## src/rtl/level_crossing_pkg.sv

```systemverilog
// Shared state encoding, barrier levels and sizing helper for the level-crossing controller.
package level_crossing_pkg;

  localparam logic [2:0] IDLE     = 3'd0;
  localparam logic [2:0] WAIT_CAR = 3'd1;
  localparam logic [2:0] WARN     = 3'd2;
  localparam logic [2:0] LOWERING = 3'd3;
  localparam logic [2:0] DOWN     = 3'd4;
  localparam logic [2:0] RAISING  = 3'd5;

  localparam logic BARRIER_UP   = 1'b1;
  localparam logic BARRIER_DOWN = 1'b0;

  typedef enum logic [2:0] {
    StIdle     = IDLE,
    StWaitCar  = WAIT_CAR,
    StWarn     = WARN,
    StLowering = LOWERING,
    StDown     = DOWN,
    StRaising  = RAISING
  } state_e;

  function automatic int unsigned max3(int unsigned a, int unsigned b, int unsigned c);
    int unsigned m;
    m = (a > b) ? a : b;
    return (m > c) ? m : c;
  endfunction

endpackage

```

## src/rtl/edge_detect_bank.sv

```systemverilog
// W-bit rising-edge detector; the delay register samples the input every clock.
module edge_detect_bank #(
  parameter int unsigned W = 2
) (
  input  logic         clk,
  input  logic         rst,
  input  logic [W-1:0] d,
  output logic [W-1:0] re
);

  logic [W-1:0] d_q;

  always_ff @(posedge clk or negedge rst) begin
    if (!rst) begin
      d_q <= '0;
    end else begin
      d_q <= d;
    end
  end

  assign re = d & ~d_q;

endmodule

```

## src/rtl/level_crossing_ctrl.sv

```systemverilog
// Multi-track level-crossing controller: per-track occupancy, warning lamp, timed barrier
// travel and a bounded wait for a car to clear the crossing.
module level_crossing_ctrl
  import level_crossing_pkg::*;
#(
  parameter int unsigned NUM_TRACKS    = 2,
  parameter int unsigned WARN_CYCLES   = 8,
  parameter int unsigned MOVE_CYCLES   = 4,
  parameter int unsigned CLEAR_TIMEOUT = 16
) (
  input  logic                  clk,
  input  logic                  rst,
  input  logic                  car,
  input  logic [NUM_TRACKS-1:0] approach,
  input  logic [NUM_TRACKS-1:0] exit_s,
  input  logic                  fault_clr,
  output logic                  barrier_ctrl,
  output logic                  lamp,
  output logic [NUM_TRACKS-1:0] occupied,
  output logic                  fault
);

  localparam int unsigned CNT_W = $clog2(max3(WARN_CYCLES, MOVE_CYCLES, CLEAR_TIMEOUT) + 1);

  localparam logic [CNT_W-1:0] WarnLast  = CNT_W'(WARN_CYCLES - 1);
  localparam logic [CNT_W-1:0] MoveLast  = CNT_W'(MOVE_CYCLES - 1);
  localparam logic [CNT_W-1:0] ClearLast = CNT_W'(CLEAR_TIMEOUT - 1);

  logic [NUM_TRACKS-1:0] ap_re, ex_re;
  logic [NUM_TRACKS-1:0] occupied_d, occupied_q;
  logic                  fault_d, fault_q;
  logic                  occ_fault, timeout_fault;
  logic [CNT_W-1:0]      timer_d, timer_q;
  state_e                state_d, state_q;
  logic                  any_occ;

  edge_detect_bank #(.W(NUM_TRACKS)) u_approach_edge (
    .clk (clk),
    .rst (rst),
    .d   (approach),
    .re  (ap_re)
  );

  edge_detect_bank #(.W(NUM_TRACKS)) u_exit_edge (
    .clk (clk),
    .rst (rst),
    .d   (exit_s),
    .re  (ex_re)
  );

  // Simultaneous approach and exit on one track is a train passing straight through.
  always_comb begin
    occupied_d = occupied_q;
    occ_fault  = 1'b0;
    for (int i = 0; i < NUM_TRACKS; i++) begin
      if (ap_re[i] && !ex_re[i]) begin
        occupied_d[i] = 1'b1;
      end else if (ex_re[i] && !ap_re[i]) begin
        if (occupied_q[i]) begin
          occupied_d[i] = 1'b0;
        end else begin
          occ_fault = 1'b1;
        end
      end
    end
  end

  assign any_occ = |occupied_q;

  always_comb begin
    state_d       = state_q;
    timeout_fault = 1'b0;
    case (state_q)
      StIdle: begin
        if (any_occ) begin
          state_d = car ? StWaitCar : StWarn;
        end
      end
      StWaitCar: begin
        if (!any_occ) begin
          state_d = StIdle;
        end else if (!car) begin
          state_d = StWarn;
        end else if (timer_q == ClearLast) begin
          state_d       = StWarn;
          timeout_fault = 1'b1;
        end
      end
      StWarn: begin
        if (!any_occ) begin
          state_d = StIdle;
        end else if (timer_q == WarnLast) begin
          state_d = StLowering;
        end
      end
      StLowering: begin
        if (timer_q == MoveLast) begin
          state_d = StDown;
        end
      end
      StDown: begin
        if (!any_occ) begin
          state_d = StRaising;
        end
      end
      StRaising: begin
        if (any_occ) begin
          state_d = StLowering;
        end else if (timer_q == MoveLast) begin
          state_d = StIdle;
        end
      end
      default: state_d = StIdle;
    endcase
  end

  // Timer is free-running in untimed states; only the current state's limit is ever compared.
  always_comb begin
    timer_d = (state_d != state_q) ? '0 : timer_q + 1'b1;
  end

  // A set event in the same cycle as fault_clr keeps the flag set.
  always_comb begin
    if (occ_fault || timeout_fault) begin
      fault_d = 1'b1;
    end else if (fault_clr) begin
      fault_d = 1'b0;
    end else begin
      fault_d = fault_q;
    end
  end

  always_ff @(posedge clk or negedge rst) begin
    if (!rst) begin
      state_q    <= StIdle;
      timer_q    <= '0;
      occupied_q <= '0;
      fault_q    <= 1'b0;
    end else begin
      state_q    <= state_d;
      timer_q    <= timer_d;
      occupied_q <= occupied_d;
      fault_q    <= fault_d;
    end
  end

  always_comb begin
    barrier_ctrl = BARRIER_UP;
    lamp         = 1'b1;
    case (state_q)
      StIdle:             lamp         = 1'b0;
      StLowering, StDown: barrier_ctrl = BARRIER_DOWN;
      default:            ;
    endcase
  end

  assign occupied = occupied_q;
  assign fault    = fault_q;

endmodule

```

## config.mk

```make
export PLATFORM = sky130hd
export DESIGN_NAME = level_crossing_ctrl
export DESIGN_NICKNAME = d
export VERILOG_FILES = /design/src/rtl/level_crossing_pkg.sv /design/src/rtl/edge_detect_bank.sv /design/src/rtl/level_crossing_ctrl.sv
export SDC_FILE = /design/constraint.sdc
export NUM_CORES = 1
export LEC_CHECK = 0
export CORE_MARGIN = 3
export CORE_UTILIZATION = 52
export CTS_CLUSTER_DIAMETER = 200
export DETAILED_ROUTE_END_ITERATION = 8
export PLACE_DENSITY_LB_ADDON = 0.08
export SYNTH_ARGS = -nofsm -noshare
export SYNTH_HDL_FRONTEND = slang
export SYNTH_SLANG_ARGS = --single-unit
```

## constraint.sdc

```tcl
create_clock -name clk -period 2.4 [get_ports clk]
set_input_delay 0.24 -clock clk [delete_from_list [all_inputs] [get_ports clk]]
set_output_delay 0.24 -clock clk [all_outputs]
set_load 0.02 [all_outputs]
```

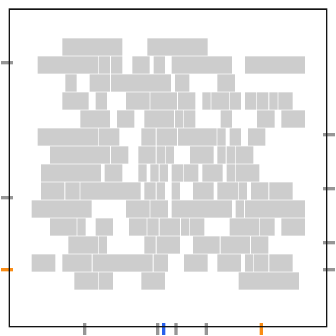
**Above:** I/O pins on the die edge.
Pins as bars across the die edge, other pins in gray.
| color | port | pins | direction | edge |
|---|---|---|---|---|
| blue | fault_clr | 1 | input | bottom |
| orange | exit_s | 2 | input | 1 bottom, 1 left |
buffers added on ports: 12
DIE HEIGHT: 47.7 um

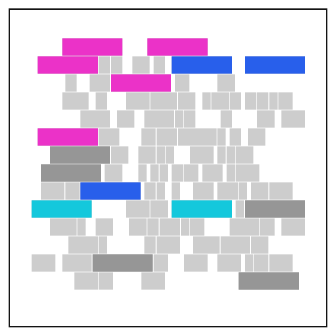
**Above:** register map, names as in the netlist.
Other sequential cells in the stronger gray, the rest of the logic in the fainter gray.
| color | netlist name | sequential cells |
|---|---|---|
| blue | state_q | 3 |
| cyan | occupied | 2 |
| magenta | timer_q | 5 |
not colored: 5
flip-flop and latch share of the layout cell area: 34.9%
sequential group power: 0.360 mW
Flop area: 375 um^2

==> flow_summary.json <==
{
  "outcome": "completed",
  "top_cell_area_share_pct": 41.4,
  "rr_startpoint": "timer_q[0]$_DFF_PN0_",
  "xor_share_pct": 1.93,
  "worstSetupStartpoint": "timer_q[0]$_DFF_PN0_",
  "cp-start-kind": "flop",
  "initial_utilization_pct": 57.5,
  "grt_overflow": 0,
  "syn_nets": 107,
  "fin_tns_setup_ps": 0,
  "area_delta_synth_final_pct": 18.8,
  "ys_cells": 93,
  "cp-endpoint": "timer_q[3]$_DFF_PN0_",
  "rr_worst_depth": 6,
  "nClkBuffers": 3,
  "place_ws_ps": 175,
  "grt_pass1_wl_um": 2850,
  "nets": 124,
  "ys_sh_aoi_pct": 16.0,
  "fin_cells": 125,
  "layout.cells.most_common": "dfrtp_1",
  "tool_warnings": 28,
  "ys_top_logic_family": "simple AND/OR/NAND/NOR gates",
  "fillers": 124,
  "netlist_top_cells_count": "15 x dfrtp_1, 8 x nand2_1, 7 x inv_1, 6 x ha_1",
  "viasPerCell": 5.84,
  "lay_top_cells": "15 x dfrtp_1, 12 x clkdlybuf4s50_1, 8 x nand2_1",
  "cts.reportedPaths.clkPinSlew_ps": 90,
  "synth.avg_cell_area_um2": 9.74,
  "dr.pass1.iters": 4,
  "ys_area_um2": 906,
  "yosysMostFrequentCell": "dfrtp_1",
  "fp.coreArea_um2": 1580,
  "worst_slew_pin_slew_ps": 686,
  "timing.final.crit_period_ps": 2260,
  "io_pins": 13,
  "r2r_setup_slack_ps": 140,
  "nonClkBufAreaFrac_pct": 14.0,
  "setup_viol": 0,
  "comb_cells": 67,
  "synth_warnings": 0,
  "peakVddDrop_mv": 0.539,
  "clockRootBuffer": "clkbuf_4",
  "synthArstFlopShare_pct": 100,
  "gp_congestion": 0.850,
  "postCtsSetupRepairBufs": 0,
  "total_power_mw": 0.962,
  "cp.required_ps": 2600,
  "max_freq_mhz": 443,
  "cts_buffer_depth": 2,
  "finalHoldViolCount": 0,
  "yosysTopAreaCell": "dfrtp_1",
  "final_antenna_net_count": 0,
  "crit_slowest_cell": "or4b_1",
  "numSynthFlops": 15,
  "ff_count": 15,
  "slowest_delay_ps": 570,
  "topCellsByArea": "dfrtp_1 41%, ha_1 8.3%, nand2_1 3.3%, inv_1 2.9%, a21oi_1 2.8%",
  "maxCapViolations": 0,
  "crit_chain": "ha_1, or4b_1, a32oi_2, o32ai_1, or4_4, a21oi_1",
  "worstSkewPairLatency_ps": 280,
  "antenna_found_initial": 0,
  "netlist_instances": 93,
  "syn-cell-area_um2": 906,
  "clock_skew_ps": 1.77,
  "grt_max_degree": 16,
  "antenna_cells": 0,
  "cts_max_level": 1,
  "dieArea_um2": 2280,
  "wl_per_cell_um": 13.8,
  "cts-resized-gates": 0,
  "relSlewSlack_pct": 54.1,
  "drtIter0Drc": 24,
  "taps": 16,
  "top_register": "timer_q",
  "drv_slew": 0,
  "rr_endpoint": "timer_q[3]$_DFF_PN0_",
  "fin_area_um2": 1080,
  "setup_ws_ps": 142,
  "hold_class": "in2async",
  "dp.cells": 121,
  "dieWidth_um": 47.7,
  "rsz0062_at_grt": "false",
  "p_leak_nw": 0.491,
  "comb_share_pct": 44.3,
  "signal_buffers": 16,
  "logic_area_um2": 477,
  "cp_max_fo": 6,
  "largest_register_ffs": 5,
  "inv_count": 7,
  "crit_type": "reg2reg",
  "grt_pass1_vias": 658,
  "largest_class": "combinational gates",
  "hold_slack_ps": 371,
  "simple_gate_area_share_pct": 22.8,
  "cts_sinks": 15,
  "layout-drive-gt1-share_pct": 18.3,
  "place_area_um2": 1050,
  "postCtsHoldBufs": 0,
  "clkCellAreaFrac_pct": 2.56,
  "synth-edff-count": 0,
  "fin_crit_sh_pct": 94.1,
  "ys.flop_type": "dfrtp_1",
  "reg_top3": "timer_q (5), state_q (3)",
  "cts_buffers": 3,
  "cts_tree": "yes",
  "adder_share_pct": 8.29,
  "synthMuxAreaShare_pct": 3.59,
  "powerDensity_nw_per_um2": 894,
  "hpwl_um": 1280,
  "arrival_ps": 2460,
  "synthDistinctLibCells": 37,
  "drc": 0,
  "ys_seq_share_pct": 41.4,
  "rows": 14,
  "crit_path_end_kind": "flop",
  "final_util_pct": 68.3
}
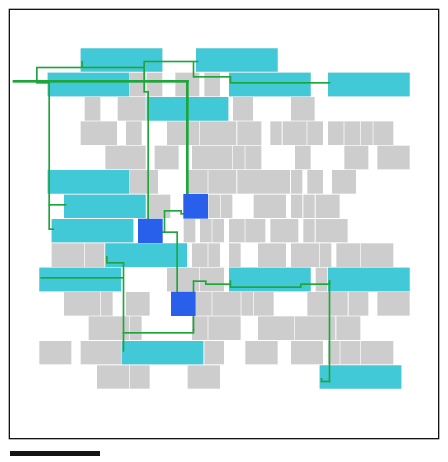
**Above:** routed clock nets over the placement.
Scale bar: 10 um.
[blue] cells driving clock nets | count: 3
[cyan] flip-flops | count: 15
[green] clock wires | length: 192 um
routed clock nets: 4

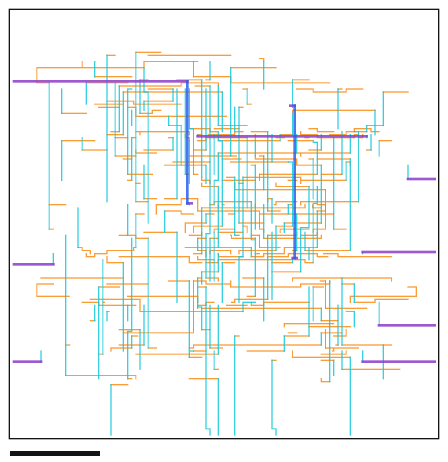
**Above:** wiring by layer.
Scale bar: 10 um.
| color | layer | wire length |
|---|---|---|
| purple | met3 | 71.5 um |
| orange | met1 | 838 um |
| blue | met4 | 30.6 um |
| cyan | met2 | 791 um |
DRT Wirelength: 1730 um
vias: 730
All-Layer GR Usage: 17.9%

-- critical path: cells and delay by family (launching register included) --
kind,cells,cell delay (ps)
compound gates,3,460
fa+ha+maj,1,210
flops,1,390
simple gates,2,1130
-- routing by layer --
metal  vias to the layer above  share of wire (%)  GRT usage (%)
li1                        364                  -              -
met1                       351                 48           25.2
met2                        11                 46           27.7
met3                         4                4.1           2.26
met4                         0                1.7           7.53
met5                         -                  0              0
-- power by group --
| group | total, mW | internal [mW] | switching, mW |
|---|---|---|---|
| registers | 0.360 | 0.304 | 0.0561 |
| clock network | 0.142 | 0.0617 | 0.0806 |
| logic | 0.460 | 0.221 | 0.238 |
| total | 0.962 | 0.587 | 0.375 |
No activity file was given, so power comes from the tool's default toggle rates.
